[src/rtl/exu_trap_ctrl.sv]
`default_nettype none
//------------------------------------------------------------------------------
// Module   : exu_trap_ctrl
// Brief    : Execute-stage trap/return sequencer. At each commit it retires
//            normally, takes an interrupt, takes an exception or performs mret,
//            drives the CSR file's trap-side strobes, then flushes the pipeline
//            and redirects fetch through a two-phase handshake.
// Ports    : clk, rst_n              - clock, async active-low reset
//            cmt_*                   - commit interface (cmt_ready out)
//            mstatus_mie, mie_bits,
//            mip_bits, mtvec, mepc   - CSR state inputs
//            in_retr, trap_ena,
//            mret_ena, epc_*, cause_*,
//            tval_wdat               - CSR-side pulses / write data
//            flush_req / flush_ack   - pipeline flush handshake
//            redir_* / redir_ready   - fetch redirect handshake
// Revision : 1.0 - initial release
//------------------------------------------------------------------------------
module exu_trap_ctrl #(
    parameter bit VEC_EN = 1'b1
) (
    input  logic        clk,
    input  logic        rst_n,
    input  logic        cmt_valid,
    output logic        cmt_ready,
    input  logic [31:0] cmt_pc,
    input  logic [31:0] cmt_instr,
    input  logic        cmt_ill,
    input  logic        cmt_ecall,
    input  logic        cmt_ebreak,
    input  logic        cmt_mret,
    input  logic        mstatus_mie,
    input  logic [2:0]  mie_bits,
    input  logic [2:0]  mip_bits,
    input  logic [31:0] mtvec,
    input  logic [31:0] mepc,
    output logic        in_retr,
    output logic        trap_ena,
    output logic        mret_ena,
    output logic        epc_en,
    output logic [31:0] epc_pc,
    output logic        cause_wen,
    output logic [31:0] cause_wdat,
    output logic [31:0] tval_wdat,
    output logic        flush_req,
    input  logic        flush_ack,
    output logic        redir_valid,
    output logic [31:0] redir_pc,
    input  logic        redir_ready
);

    typedef enum logic [1:0] {
        ST_IDLE  = 2'd0,
        ST_FLUSH = 2'd1,
        ST_REDIR = 2'd2
    } state_t;

    state_t      r_state;
    state_t      w_state_nxt;
    logic [31:0] r_target;
    logic [31:0] w_target_nxt;

    // Pending-and-enabled interrupt lines, bit order {MEI, MTI, MSI}
    logic [2:0]  w_irq_lines;
    logic        w_irq;
    logic [3:0]  w_irq_code;
    logic        w_exc;
    logic [3:0]  w_exc_code;
    logic [31:0] w_base;
    logic        w_vec_ok;
    logic [31:0] w_irq_target;

    assign w_irq_lines = mie_bits & mip_bits;
    assign w_irq       = mstatus_mie & (|w_irq_lines);
    // MEI > MSI > MTI
    assign w_irq_code  = w_irq_lines[2] ? 4'd11 :
                         w_irq_lines[0] ? 4'd3  : 4'd7;

    assign w_exc       = cmt_ill | cmt_ebreak | cmt_ecall;
    assign w_exc_code  = cmt_ill    ? 4'd2 :
                         cmt_ebreak ? 4'd3 : 4'd11;

    assign w_base      = mtvec & 32'hFFFF_FFFC;

    // Only mode 01 is vectored; 10/11 fall back to direct
    generate
        if (VEC_EN) begin : g_vec
            assign w_vec_ok = (mtvec[1:0] == 2'b01);
        end else begin : g_direct
            assign w_vec_ok = 1'b0;
        end
    endgenerate

    assign w_irq_target = w_vec_ok ? (w_base + {26'd0, w_irq_code, 2'b00}) : w_base;

    always_ff @(posedge clk or negedge rst_n) begin
        if (!rst_n) begin
            r_state  <= ST_IDLE;
            r_target <= 32'd0;
        end else begin
            r_state  <= w_state_nxt;
            r_target <= w_target_nxt;
        end
    end

    always_comb begin
        w_state_nxt  = r_state;
        w_target_nxt = r_target;
        cmt_ready    = 1'b0;
        in_retr      = 1'b0;
        trap_ena     = 1'b0;
        mret_ena     = 1'b0;
        epc_pc       = 32'd0;
        cause_wdat   = 32'd0;
        tval_wdat    = 32'd0;
        flush_req    = 1'b0;
        redir_valid  = 1'b0;
        redir_pc     = 32'd0;

        case (r_state)
            ST_IDLE: begin
                cmt_ready = 1'b1;
                if (cmt_valid) begin
                    if (w_irq) begin
                        // Interrupted instruction is not executed
                        trap_ena     = 1'b1;
                        epc_pc       = cmt_pc;
                        cause_wdat   = {1'b1, 27'd0, w_irq_code};
                        w_target_nxt = w_irq_target;
                        w_state_nxt  = ST_FLUSH;
                    end else if (w_exc) begin
                        trap_ena     = 1'b1;
                        epc_pc       = cmt_pc;
                        cause_wdat   = {1'b0, 27'd0, w_exc_code};
                        tval_wdat    = cmt_ill ? cmt_instr : 32'd0;
                        w_target_nxt = w_base;
                        w_state_nxt  = ST_FLUSH;
                    end else if (cmt_mret) begin
                        mret_ena     = 1'b1;
                        w_target_nxt = mepc & 32'hFFFF_FFFE;
                        w_state_nxt  = ST_FLUSH;
                    end else begin
                        in_retr = 1'b1;
                    end
                end
            end
            ST_FLUSH: begin
                flush_req = 1'b1;
                if (flush_ack) begin
                    w_state_nxt = ST_REDIR;
                end
            end
            ST_REDIR: begin
                redir_valid = 1'b1;
                redir_pc    = r_target;
                if (redir_ready) begin
                    w_state_nxt = ST_IDLE;
                end
            end
            default: begin
                w_state_nxt = ST_IDLE;
            end
        endcase
    end

    // mepc and mcause/mtval are written together with trap entry
    assign epc_en    = trap_ena;
    assign cause_wen = trap_ena;

endmodule
`default_nettype wire

[config.mk]
export PLATFORM = sky130hd
export DESIGN_NAME = exu_trap_ctrl
export DESIGN_NICKNAME = d
export VERILOG_FILES = /design/src/rtl/exu_trap_ctrl.sv
export SDC_FILE = /design/constraint.sdc
export NUM_CORES = 1
export LEC_CHECK = 0
export CORE_UTILIZATION = 31
export CTS_BUF_LIST = sky130_fd_sc_hd__clkbuf_8
export CTS_CLUSTER_SIZE = 14
export DETAILED_ROUTE_END_ITERATION = 12
export PLACE_DENSITY = 0.8
export SLEW_MARGIN = 20
export SYNTH_ARGS = -nofsm -noshare
export SYNTH_HDL_FRONTEND = slang
export SYNTH_SLANG_ARGS = --single-unit
export TNS_END_PERCENT = 100
[constraint.sdc]
create_clock -name clk -period 2.95 [get_ports clk]
set_input_delay 0.885 -clock clk [delete_from_list [all_inputs] [get_ports clk]]
set_output_delay 0.885 -clock clk [all_outputs]
set_load 0.005 [all_outputs]
Figure 1. Layout detail (run 1).
Window x 42 to 67, y 42 to 67 µm. Cells in gray, sequential cells in the stronger gray; small squares are vias.
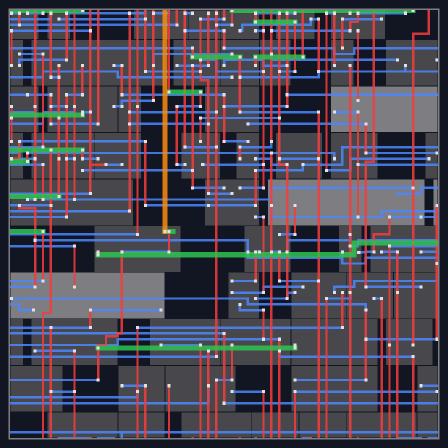
Key: metal 2 = red; metal 4 = orange; metal 3 = green; metal 1 = blue
Netlist names of flops here include r_target (3). 50 logic cells have their middle in the window. Most frequent: buf_4 (11), clkbuf_8 (5), buf_6 (5). Sequential cells in the window: 3.

Figure 2. Track usage over the die (run 1).
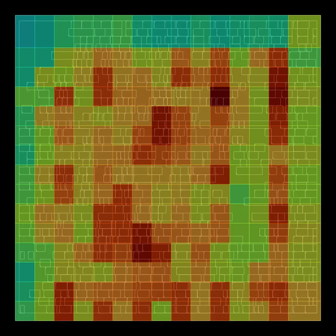
final core utilization: 0.6704
drt wl/cell: 20.08 µm

==> Slide: Implementation Results, run 1 <==
Synthesis and Place & Route Summary

Status
  • Status: finished with violations
  • Failing checks: negative setup slack

Run
  • Max-Cap Viols: 0

Cells and area
  • Layout net count: 943
  • Top Layout Cells: clkdlybuf4s50_1, buf_6, buf_4
  • Fill cells: between 900 and 1000
  • ANT cells: 0
  • Post-layout instance area: ~0.0073 mm²
  • Dominant logic cell type in the layout: clkdlybuf4s50_1

Logic synthesis
  • Area leader share: 0.2368
  • Yosys top cell by area: dfrtp_1
  • Synth top cell by count: and2_1
  • Count of warnings emitted by yosys: 0
  • Number of standard cells reported by yosys: ~480
  • Syn Inst Count: 476
  • Post-synth EDFFs: 0
  • Synthesized area: about 0.0035 mm²
  • Synth unique cells: slightly above 50
  • Ys async rst share: 1.000
  • Synth area leaders: dfrtp_1, and2_1, and3_1, buf_4, a21oi_1
  • Yosys reg bits: 33
  • Mean Syn Cell Area: about 7.3 µm²
  • Synth top cells by count: and2_1, nand2_1, a21oi_1, and3_1, nand3_1
  • Most used flip-flop cell: dfrtp_1

GRT
  • Antenna violations before repair: 0
  • Total GRT Usage: 0.3102
  • GRT overflow: 0
  • GRT Max-Usage Layer: met2

Place
  • GPL Wtd Cong: roughly 0.94
  • Port bufs: between 200 and 300
  • Dpl ws: -1.059 ns
  • Final HPWL DP: 13190 µm
  • DP Cell Count: between 800 and 900

Clock network
  • Longest Clk Path Bufs: 2
  • Clk sinks: 33
  • CTS Buf Count: 5
  • Latency at later pin: ~0.29 ns
  • Clock Pin Slew Worst Setup and Hold Paths: approximately 0.080 ns

Detailed routing
  • DRT iter0 DRCs: about 280
  • DR pass1 iterations: 5
  • Routed wl met3: around 1100 µm
  • Routed Antenna Nets: 0
  • Drt drc: 0
  • Vias per Instance: roughly 5.3

Timing
  • Worst hold slack: ~0.49 ns
  • Final worst slack: -0.3414 ns
  • Final hold violations: 0
  • Pins over their slew limit: 0
  • Setup violators final: around 74
  • Peak Freq: 303.8 MHz
  • RSZ-0062 raised after global routing: true
  • Setup TNS: -14.18 ns
  • Period utilization: 1.116

Power
  • PwrDens: between 400 and 500 mW/mm²
  • Clock Power Share: 0.120
  • Peak VDD IR: around 0.25 mV
  • Switching power: roughly 0.0012 W
  • Flop pwr share: 0.241
  • Sequential Power: roughly 0.0008 W
  • Combinational Power Share: 0.639
  • Internal Power: about 0.0021 W
  • Combinational Power: 0.00213 W
  • Total power: roughly 0.0033 W
  • Leak: ~3.2 nW
  • Power in the clock group: around 0.00040 W

Floorplan
  • Init Core Util: 0.3203
  • Rows: 38
  • Placeable Area: between 0.01 and 0.015 mm²
  • Chip area: around 0.012 mm²
  • Die width: 108.1 µm

Worst setup path
  • CP required: between 2 and 2.5 ns
  • Critical-path cell list: clkdlybuf4s15_1 -> a222oi_1 -> buf_4 -> nand2b_4 -> buf_4 -> buf_6 -> buf_4 -> buf_12 -> a211oi_4 -> buf_2
  • Critical Path Most Common Cell: buf_4
  • CP Max Fanout: 5
  • Setup CP Type: input port to output pin
  • Slowest stage delay, CP: 0.27 ns
  • CP bufs+invs: 7
Figure 3. Signal wires on met2 (run 1).
(3 px per µm)
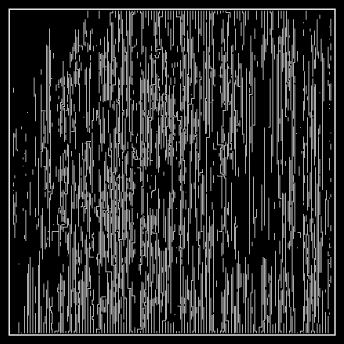
The wires run mostly vertical. The layer holds 50% of the routed length.
DR vias: 4926
DRT Wirelength: 18820 µm
M2 GR Usage: 0.5464

[run 1: kinds of logic after synthesis]
family,count (synthesis),synth area share
DFF,33,0.2368
AOI/OAI and AO/OA,104,0.1790
other,1,0.001075
xor gates and xnor gates,18,0.04521
buffers and inverters,70,0.1105
muxes,1,0.002871
adders and majority gates,3,0.01077
and+or+nand+nor,246,0.4137
[run 1: cell type report]
type | count | area, µm² | share of cell area
Tap cell | 140 | 175.2 | 0.02400
Clock buffer | 7 | 96.34 | 0.01320
Multi-Input combinational cell | 403 | 2773 | 0.3798
Clock inverter | 1 | 5.005 | 0.0006856
Sequential cell | 33 | 825.8 | 0.1131
Timing Repair Buffer | 342 | 3381 | 0.4631
Inverter | 11 | 43.79 | 0.005999
[run 1: worst paths after layout]
path	slack, ns	cells after the start	start	to
min in group asynchronous	1.02	2	rst_n	r_target[5]$_DFFE_PN0P_
max	-0.34	10	mip_bits[1]	cause_wdat[0]
min reg2reg	0.49	2	r_target[2]$_DFFE_PN0P_	r_target[2]$_DFFE_PN0P_
min	0.49	2	r_target[2]$_DFFE_PN0P_	r_target[2]$_DFFE_PN0P_
max reg2reg	0.97	7	r_state[0]$_DFFE_PN0P_	r_target[29]$_DFFE_PN0P_
max in group asynchronous	1.58	2	rst_n	r_target[19]$_DFFE_PN0P_
[run 1: worst register-to-register path: stages, from the launching register on]
cell and delay [ns]:
dfrtp_1 0.44, nor3b_4 0.23, buf_6 0.16, buf_4 0.20, nand2_4 0.08, buf_4 0.20
or4_1 0.52, nand3_1 0.10
[run 1: registers in the layout, summed over array words and instances, names as in the netlist]
| name | flops |
|---|---|
| r_state | 2 |
| r_target | 31 |
[run 1: timing repair]
action | in CTS | in global routing
pin swaps | 43 | 14
buffers inserted | 33 | 9
cloned | 6 | 1
setup endpoints to repair | 77 | 74
resized | 449 | 40
Figure 4. Where the registers sit (run 1).
(3 px per µm)
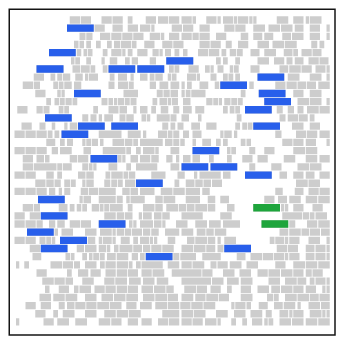

==> run 1 -> run 2 <==
==> constraint.sdc (replaced) <==
create_clock -name clk -period 2.85 [get_ports clk]
set_input_delay 0.855 -clock clk [delete_from_list [all_inputs] [get_ports clk]]
set_output_delay 0.855 -clock clk [all_outputs]
set_load 0.005 [all_outputs]
Figure 5. Where the registers sit (run 2).
(3 px per µm)
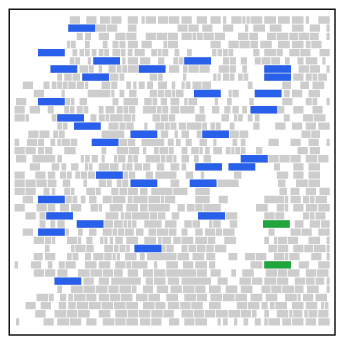
Key: r_state = green [flops 2]; r_target = blue [flops 31]
Sequential Power: 0.000836 W
Reg area: 825.8 µm²
final core utilization: 0.6671
flop share of the area: 0.1137

==> run 2 against run 1 <==
Net effect:
- the run still ends with negative setup slack left
- clock power rose by 5.2%
- core utilization down 0.33 points
- sequential share of layout area up 0.057 points
- routed wire length down 1.9%
- via count shrank 0.47%
- largest power group unchanged
==> Slide: Implementation Results, run 2 <==
Synthesis and Place & Route Summary

Worst setup path
  • Setup CP Type: input port to output pin
  • CP Max Fanout: 6
  • Worst EP arrival: between 2 and 2.5 ns
  • CP endpoint: tval_wdat[9]
  • Critical-path cell list: buf_6 -> a222oi_1 -> buf_4 -> nand2b_4 -> and3_4 -> buf_6 -> buf_6 -> and2_4 -> buf_6
  • Reg2Reg Setup Slack: approximately 0.9 ns
  • R2r endpoint: r_target[29]$_DFFE_PN0P_
  • CP bufs+invs: 5
  • CP required: approximately 2.0 ns
  • Worst setup path start: mip_bits[0]
  • Stages on the worst setup path: 9
  • Reg-to-Reg Start: r_state[1]$_DFFE_PN0P_
  • Critical Path Most Common Cell: buf_6

Cells and area
  • Fill cells: about 910
  • Layout net count: approximately 940
  • Dominant logic cell type in the layout: clkdlybuf4s50_1
  • Top Layout Cells: clkdlybuf4s50_1, buf_6, buf_4
  • MI comb area: ~0.0027 mm²
  • Largest register by flop count: r_target
  • ANT cells: 0
  • Top flop regs: r_target x31, r_state x2
  • Number of flip-flops in the largest register: 31

Hold path
  • Worst hold endpoint: r_target[3]$_DFFE_PN0P_
  • Hold path cells: 2
  • Worst hold start: r_target[3]$_DFFE_PN0P_

Logic synthesis
  • Synth top cell by count: and2_1
  • Synth top cells by count: and2_1, nand2_1, a21oi_1, and3_1, nand3_1
  • Ys async rst share: 1.000
  • Chip Area, Yosys: around 0.0035 mm²
  • Synth unique cells: between 50 and 60
  • Yosys reg bits: 33
  • Most used flip-flop cell: dfrtp_1
  • Post-synth EDFFs: 0
  • Yosys top cell by area: dfrtp_1
  • Count of warnings emitted by yosys: 0
  • Mean Syn Cell Area: approximately 7.3 µm²
  • Synthesized area: between 0.003 and 0.004 mm²
  • Number of standard cells reported by yosys: between 400 and 500
  • Synth area leaders: dfrtp_1, and2_1, and3_1, buf_4, a21oi_1

Clock network
  • CTS Buf Count: 5
  • Latency at later pin: between 0.2 and 0.3 ns
  • Longest Clk Path Bufs: 2
  • Clock Pin Slew Worst Setup and Hold Paths: 0.08 ns
  • Clk sinks: 33

Floorplan
  • Chip area: between 0.01 and 0.015 mm²
  • Init Core Util: 0.3203
  • Rows: 38
  • Placeable Area: about 0.011 mm²
  • Die width: between 100 and 150 µm

Timing
  • Setup TNS: -17.81 ns
  • Setup violators final: around 74
  • Final worst slack: -0.3647 ns
  • Pins over their slew limit: 0
  • Final hold violations: 0
  • Worst hold slack: around 0.5 ns
  • Peak Freq: just over 300 MHz
  • RSZ-0062 raised after global routing: true
  • Period utilization: 1.128

Power
  • Total power: between 0.003 and 0.004 W
  • PwrDens: roughly 470 mW/mm²
  • Peak VDD IR: 0.3364 mV
  • Leak: 3.180 nW

GRT
  • GRT overflow: 0
  • Antenna violations before repair: 0
  • Largest net degree at the start of global routing: 34
  • Vias in the first global route: 4860
  • Total GRT Usage: 0.3064

Place
  • Port bufs: around 250
  • Final HPWL DP: 13400 µm
  • GPL Wtd Cong: slightly above 0.9
  • DP Cell Count: ~900

Run
  • Max-Cap Viols: 0

Detailed routing
  • DR pass1 iterations: 4
  • Drt drc: 0
  • Routed Antenna Nets: 0
  • DRT iter0 DRCs: around 320

Status
  • Failing checks: negative setup slack
  • Status: finished with violations
Figure 6. Signal wires on met2 (run 2).
(3 px per µm)
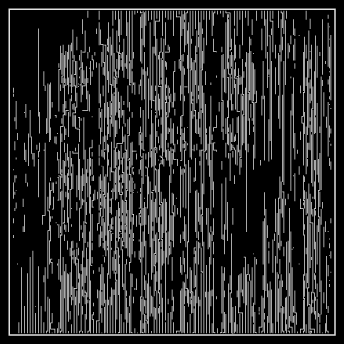
The longest straight run is 59.8 µm. 837 nets have wire on it. The wires run mostly vertical.
DRT Wirelength: 18470 µm
DR vias: 4903

-- run 2: cell counts after synthesis --
Identical to the previous run, type by type.
-- run 2: kinds of logic (layout without fill, tap and decap cells) --
family                     Yosys count  after routing  share of synthesized area
and+or+nand+nor                    246            249                     0.4137
AOI/OAI and AO/OA                  104            104                     0.1790
buffers and inverters               70            361                     0.1105
DFF                                 33             33                     0.2368
xor gates and xnor gates            18             18                    0.04521
adders and majority gates            3              3                    0.01077
other                                1             28                   0.001075
muxes                                1              1                   0.002871
-- run 2: report_power, final --
part | leakage [nW] | internal (W) | switching (W)
registers | 0.405 | 0.000689 | 0.000147
logic | 2.72 | 0.00124 | 0.000928
clock network | 0.0542 | 0.000219 | 0.000202
-- run 2: what timing repair did --
action | 4_1_cts | 5_1_grt
resized | 432 | 28
gates cloned | 8 | 0
hold buffers | 0 | 0
pin swaps | 44 | 9
buffers inserted | 27 | 5
setup endpoints to repair | 86 | 77
-- run 2: area by class of cell --
type / instances / area share
clock buffer: 7 / 0.01326
clock inverter: 1 / 0.0006891
inverter: 11 / 0.005857
multi-input combinational: 403 / 0.3761
sequential: 33 / 0.1137
tap: 140 / 0.02412
timing repair buffer: 342 / 0.4663
-- run 2: per-layer routing --
layer,GRT usage,wire length (µm)
met4,0.08415,435
met5,0,0
met1,0.3806,7372
met3,0.04521,1360
met2,0.5464,9299
-- run 2: worst min-delay path: cells and delay by family (launching register included) --
kind | cells | cell delay, ns
flops | 1 | 0.36
simple gates | 1 | 0.05
compound gates | 1 | 0.06
-- run 2: metrics by stage --
stage / util / area [µm²]
floorplan: - / 3750
finish: 0.6671 / 7263
global placement: 0.5983 / 6514
CTS: 0.6589 / 7174
global route: 0.6671 / 7263
detailed placement: 0.5983 / 6514
==> run 2 -> run 3 <==
--- a/config.mk
+++ b/config.mk
@@ -5,6 +5,7 @@
 export SDC_FILE = /design/constraint.sdc
 export NUM_CORES = 1
 export LEC_CHECK = 0
+export ABC_CLOCK_PERIOD_IN_PS = 2850
 export CORE_UTILIZATION = 31
 export CTS_BUF_LIST = sky130_fd_sc_hd__clkbuf_8
 export CTS_CLUSTER_SIZE = 14
Figure 7. Layout detail (run 3).
Window x 42 to 67, y 42 to 67 µm. Cells in gray, sequential cells in the stronger gray; small squares are vias.
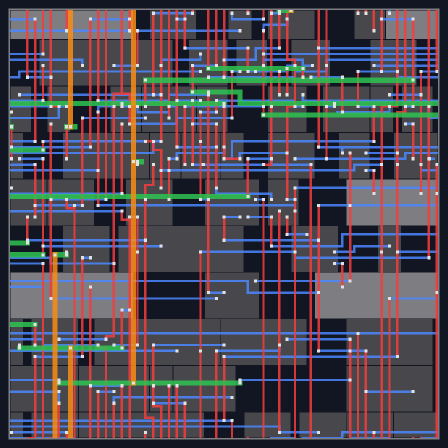
Key: metal 1 = blue; metal 2 = red; metal 3 = green; metal 4 = orange
52 logic cells have their middle in the window. Netlist names of flops here include r_target (4). Sequential cells in the window: 4. Most frequent: buf_4 (12), clkbuf_8 (4), dfrtp_1 (4).

==> run 3 against run 2 <==
Net effect:
- the flow still finishes with violations (negative setup slack)
- sequential cell count unchanged
- fmax unchanged
- register-to-register slack about the same
- clock power about the same
- clock skew is the same
- critical path type unchanged
- first-iteration DRC count unchanged
- power unchanged
- non-clock buffer count is the same
- count of clock-buffer cells in the layout unchanged
- sequential power hardly changed
- core utilization is the same
==> Slide: Implementation Results, run 3 <==
Synthesis and Place & Route Summary

Status
  • Status: finished with violations
  • Failing checks: negative setup slack

Worst setup path
  • CP endpoint: tval_wdat[9]
  • CP bufs+invs: 5
  • R2r endpoint: r_target[29]$_DFFE_PN0P_
  • Reg-to-Reg Start: r_state[1]$_DFFE_PN0P_
  • Critical-path cell list: buf_6 -> a222oi_1 -> buf_4 -> nand2b_4 -> and3_4 -> buf_6 -> buf_6 -> and2_4 -> buf_6
  • Critical Path Most Common Cell: buf_6
  • CP required: 2.00 ns
  • Stages on the worst setup path: 9
  • Slowest stage delay, CP: 0.37 ns
  • Setup CP Type: input port to output pin
  • Reg2Reg Setup Slack: a little under 0.9 ns
  • Worst EP arrival: 2.36 ns
  • Reg2Reg Depth: 6

Run
  • Tool Warnings: 30
  • Max-Cap Viols: 0

Cells and area
  • Dominant logic cell type in the layout: clkdlybuf4s50_1
  • Final core utilization: 0.6671
  • ANT cells: 0
  • Layout net count: between 900 and 1000
  • Number of flip-flops in the largest register: 31
  • Top flop regs: r_target x31, r_state x2
  • Largest register by flop count: r_target
  • Fill cells: 907

Place
  • Port bufs: about 250
  • GPL Wtd Cong: slightly above 0.9
  • Dpl ws: -1.097 ns
  • DP Cell Count: 892
  • Final HPWL DP: approximately 13000 µm

Logic synthesis
  • Synth top cell by count: and2_1
  • Chip Area, Yosys: 0.003487 mm²
  • Number of standard cells reported by yosys: around 480
  • Area leader share: 0.2368
  • Post-synth EDFFs: 0
  • Syn Inst Count: approximately 480
  • Count of warnings emitted by yosys: 0
  • Synth area leaders: dfrtp_1, and2_1, and3_1, buf_4, a21oi_1
  • Synth unique cells: ~51
  • Most used flip-flop cell: dfrtp_1
  • Yosys reg bits: 33
  • Synthesized area: around 0.0035 mm²
  • Ys async rst share: 1.000
  • Synth top cells by count: and2_1, nand2_1, a21oi_1, and3_1, nand3_1

Floorplan
  • Chip area: ~0.012 mm²
  • Rows: 38
  • Placeable Area: approximately 0.011 mm²

GRT
  • Total GRT Usage: 0.3064
  • Vias in the first global route: between 4000 and 5000
  • GRT overflow: 0
  • M2 GR Usage: 0.5464
  • Routing usage on met3: 0.04521
  • M1 GR Usage: 0.3806

Power
  • Switching power: approximately 0.0013 W
  • PwrDens: between 400 and 500 mW/mm²
  • Leak: ~3.2 nW
  • Combinational Power Share: 0.633
  • Sw Ratio: 0.3732
  • Total power: about 0.0034 W
  • Clock Power Share: 0.123
  • Peak VDD IR: between 0.3 and 0.4 mV
  • Flop pwr share: 0.244
  • Internal Power: 0.002145 W

Timing
  • Peak Freq: 311.1 MHz
  • Final hold violations: 0
  • Pins over their slew limit: 0
  • Final worst slack: -0.3647 ns
  • Setup violators final: ~74
  • Period utilization: 1.128
  • Worst hold slack: 0.4980 ns

Clock network
  • Latency at later pin: approximately 0.29 ns
  • Clk sinks: 33
  • Longest Clk Path Bufs: 2
  • CTS Hold Buffers Added: 0
  • CTS Buf Count: 5
  • Clock Pin Slew Worst Setup and Hold Paths: about 0.080 ns

Hold path
  • Hold path cells: 2
  • Worst hold start: r_target[3]$_DFFE_PN0P_
  • Worst hold endpoint: r_target[3]$_DFFE_PN0P_

Detailed routing
  • Vias per Instance: around 5.2
  • DR pass1 iterations: 4
  • DRT iter0 DRCs: roughly 320
  • Routed Antenna Nets: 0
Figure 8. Cell sizes after repair (run 3).
(4 px per µm)
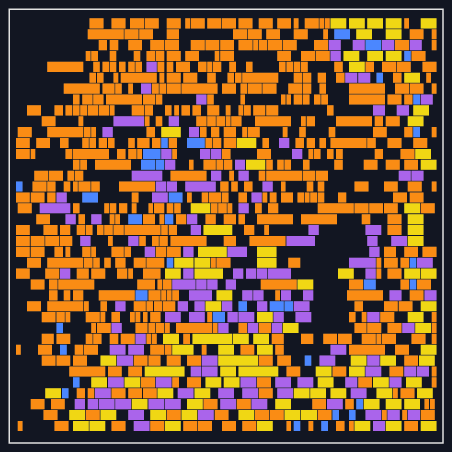
Key: _6 and larger = yellow [cells 96]; _3 and _4 cells = purple [cells 133]; _2 cells = blue [cells 35]; _0 and _1 cells = orange [cells 533]
Buffers, non-clock: 342
post-layout instance area: 0.007263 mm²
area grow syn2layout: 108.3%

-- run 3: cell counts after synthesis --
Identical to the previous run, type by type.
-- run 3: per-layer routing --
metal | up-vias | share of wire
met4 | 0 | 0.024
met3 | 35 | 0.074
met1 | 2340 | 0.40
li1 | 2277 | -
met2 | 251 | 0.50
met5 | - | 0
-- run 3: cell type report --
| cell class | instances | area, µm² | area share |
|---|---|---|---|
| clock buffer | 7 | 96.34 | 0.01326 |
| clock inverter | 1 | 5.005 | 0.0006891 |
| inverter | 11 | 42.54 | 0.005857 |
| multi-input combinational | 403 | 2731 | 0.3761 |
| sequential | 33 | 825.8 | 0.1137 |
| tap | 140 | 175.2 | 0.02412 |
| timing repair buffer | 342 | 3387 | 0.4663 |
-- run 3: power by group through the flow --
stage          Clock, W  Combinational [W]  Sequential [W]
5_1_grt        0.000443            0.00232        0.000855
3_3_place_gp          0            0.00185        0.000829
6_report       0.000421            0.00216        0.000836
3_5_place_dp          0            0.00189        0.000832
2_1_floorplan         0           0.000860        0.000769
4_1_cts        0.000424            0.00211        0.000830
-- run 3: logic make-up after synthesis --
| family | count (synthesis) | share of synthesized area |
|---|---|---|
| buffers and inverters | 70 | 0.1105 |
| xor gates and xnor gates | 18 | 0.04521 |
| adders and majority gates | 3 | 0.01077 |
| and+or+nand+nor | 246 | 0.4137 |
| muxes | 1 | 0.002871 |
| AOI/OAI and AO/OA | 104 | 0.1790 |
| DFF | 33 | 0.2368 |
| other | 1 | 0.001075 |
-- run 3: what timing repair did --
item	in CTS	in global routing
setup buffers	27	5
pin swaps	44	9
setup endpoints to repair	86	77
cloned	8	0
hold endpoints to repair	0	0
gates resized	432	28
Power figures rest on the tool's default switching activity, not on a simulated workload.
